### Wiring by layer

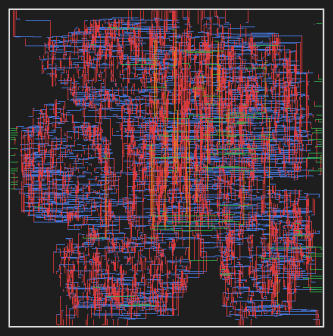
### Met2 routing

Cells faint in the background.
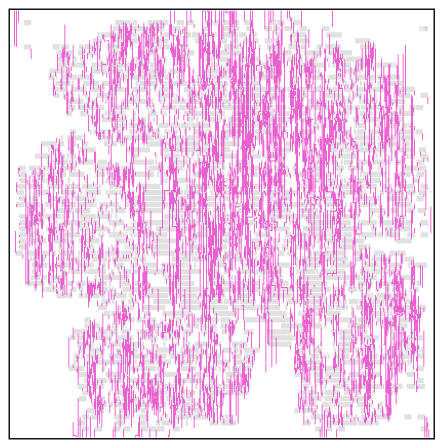
### Metal 3

The bar under the picture is 50 µm long. Cells faint in the background.
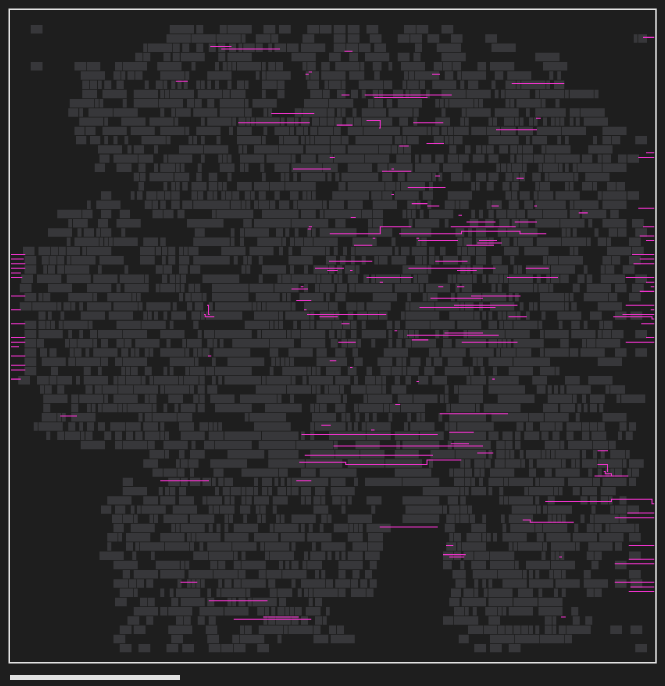
==> config.mk <==
export PLATFORM = sky130hd
export DESIGN_NAME = mac_vec_pe
export DESIGN_NICKNAME = d
export VERILOG_FILES = /design/src/rtl/mac_vec_pe.sv
export SDC_FILE = /design/constraint.sdc
export NUM_CORES = 1
export LEC_CHECK = 0
export CAP_MARGIN = 20
export CORE_AREA = 2 2 188 190
export DETAILED_ROUTE_END_ITERATION = 8
export DIE_AREA = 0 0 190 192
export GPL_TIMING_DRIVEN = 0
export PLACE_DENSITY = 0.72
export SLEW_MARGIN = 0
export SYNTH_ARGS = -nofsm -noshare
export SYNTH_HDL_FRONTEND = slang
export SYNTH_SLANG_ARGS = --single-unit
==> constraint.sdc <==
create_clock -name clk -period 8.78 [get_ports clk]
set_clock_uncertainty 0.15 [all_clocks]
set_input_delay 1.756 -clock clk [delete_from_list [all_inputs] [get_ports clk]]
set_output_delay 1.756 -clock clk [all_outputs]
set_load 0.02 [all_outputs]
==> results.txt <==
Implementation numbers.

- The timing report attributes the biggest portion of critical-path delay to adder cells.
- For the final routed database, the setup TNS stands at 0 ns.
- The fmax is 156 MHz.
- Per the GRT congestion report, total overflow comes to 0.
- The most common cell in the synthesized netlist is sky130_fd_sc_hd__inv_1.
- The multiplexer area fraction after synthesis is 0.00417.
- Hold repair after CTS inserted 0 buffers.
- Looking at the critical path, the single cell with the biggest stage delay is sky130_fd_sc_hd__clkdlybuf4s50_1.
- Warnings raised by the tools during the run amount to 26.
- The final antenna-violating net count is 0.
- After detailed routing, the met2 layer carries 19100 µm of wire.
- The CTS sink count is 131.
- The arithmetic-cell share of the synthesized area counting full adders, half adders and majority gates is 0.443.
- The post-CTS setup-driven buffer insertion count is 0.
- The CTS report gives the tree buffer count as 17.
- Per the post-CTS timing run, clock transition at the registers of the reported paths is 0.06 ns.
- The signal on the critical path passes through clkdlybuf4s50_1 -> and2_1 -> fa_1 -> inv_1 -> fa_1 -> inv_1 -> fa_1 -> inv_1 -> fa_1 -> inv_1 -> ha_1 -> o21ai_0 -> a21boi_0 -> o21ai_0 -> a21boi_0 -> o21ai_0 -> nor2b_1 -> o211ai_1.
- The post-synth count of flops with an enable pin is 64.
- The most common logic cells in the final layout are 536 x sky130_fd_sc_hd__inv_1, 312 x sky130_fd_sc_hd__fa_1, 174 x sky130_fd_sc_hd__and2_1.
- met1 track demand over resource after global routing is 0.290.
- The wire length on met3 is 1250 µm.
- The routed wirelength on the met1 layer is recorded as 16700 µm.
- The synthesis area per yosys is 18300 µm².
- The run finished with clean final reports.
- RePlAce ended its routability-driven mode at a weighted congestion of 0.898.
- The cell type contributing the most total cell area after synthesis is sky130_fd_sc_hd__fa_1.
- The type of the tightest min-delay check is reg2reg.
- Ranked by total cell area, the synthesized netlist is headed by sky130_fd_sc_hd__fa_1 34%, sky130_fd_sc_hd__inv_1 11%, sky130_fd_sc_hd__edfxtp_1 11%, sky130_fd_sc_hd__ha_1 10%, sky130_fd_sc_hd__dfxtp_1 7.3%.
- The post-layout instance count excluding filler cells is 2519.
- Post-synth the commonest register cell is sky130_fd_sc_hd__dfxtp_1.
- The post-synth net total is 2458.
- The number of placed instances, taps included, is 2487.
- The number of global-route vias before repair is 13621.
- The maximum root-to-sink buffer count is 2.
- Across the run, the number of max-cap violations was 0.
- The cell at the root of the clock tree is sky130_fd_sc_hd__clkbuf_16.
- The post-synthesis sequential area ratio is 0.178.
- On the final layout, the worst hold slack is 0.319 ns.
- The detailed-router iteration count before antenna repair is 6.
- The largest fanout on the critical path is 8.
- The synthesized instance count is 1929.
- The number of resized instances in the post-cts repair step is 0.
- Yosys reports that the most numerous cell types are 536 x sky130_fd_sc_hd__inv_1, 312 x sky130_fd_sc_hd__fa_1, 175 x sky130_fd_sc_hd__and2_1.
- Per the post-synthesis stats, the area per cell is 9.48 µm².
- The initial standard-cell utilization of the core is 0.533.
- The fraction of post-synthesis cell area in the top cell type by area is 0.342.
- For this run, the number of Yosys warnings is 0.
- The clock tree synthesis step divided the H-tree into 4 levels.
Back to the opening pictures, 'Wiring by layer':
red -> met2  # wire length 19100 µm
blue -> met1  # wire length 16700 µm
green -> met3  # wire length 1250 µm
orange -> met4  # wire length 961 µm
aggregate global-route resource usage: 0.225
total wire length: 38000 µm
post-detailed-route wirelength per cell: 15.1 µm

Back to the opening pictures, 'Met2 routing':
main direction = vertical
nets with wire on the layer = 2225
longest straight run = 70.7 µm
total vias in the final route: 12803
met2 layer usage reported by global route: 0.395

Back to the opening pictures, 'Metal 3':
share of all routed wire = 3.3%
wire length on this layer = 1250 µm
nets with wire on the layer = 120
longest straight run = 43.7 µm
main direction = horizontal
global routing met3 resource utilization: 0.0270

==> kinds of logic after synthesis <==
| kind of cell | count (synthesis) |
|---|---|
| other | 1 |
| and+or+nand+nor | 488 |
| adders and majority gates | 460 |
| AOI/OAI and AO/OA | 193 |
| buffers and inverters | 558 |
| DFF | 131 |
| xor gates and xnor gates | 91 |
| muxes | 7 |
==> cell type report <==
cell class	instances	area [µm²]
Timing Repair Buffer	103	1050
Buffer	22	86.3
Sequential cell	131	3260
Clock buffer	20	462
Inverter	536	2010
Multi-Input combinational cell	1240	12900
Tap cell	455	569
Fill cell	2889	13800
Clock inverter	12	143
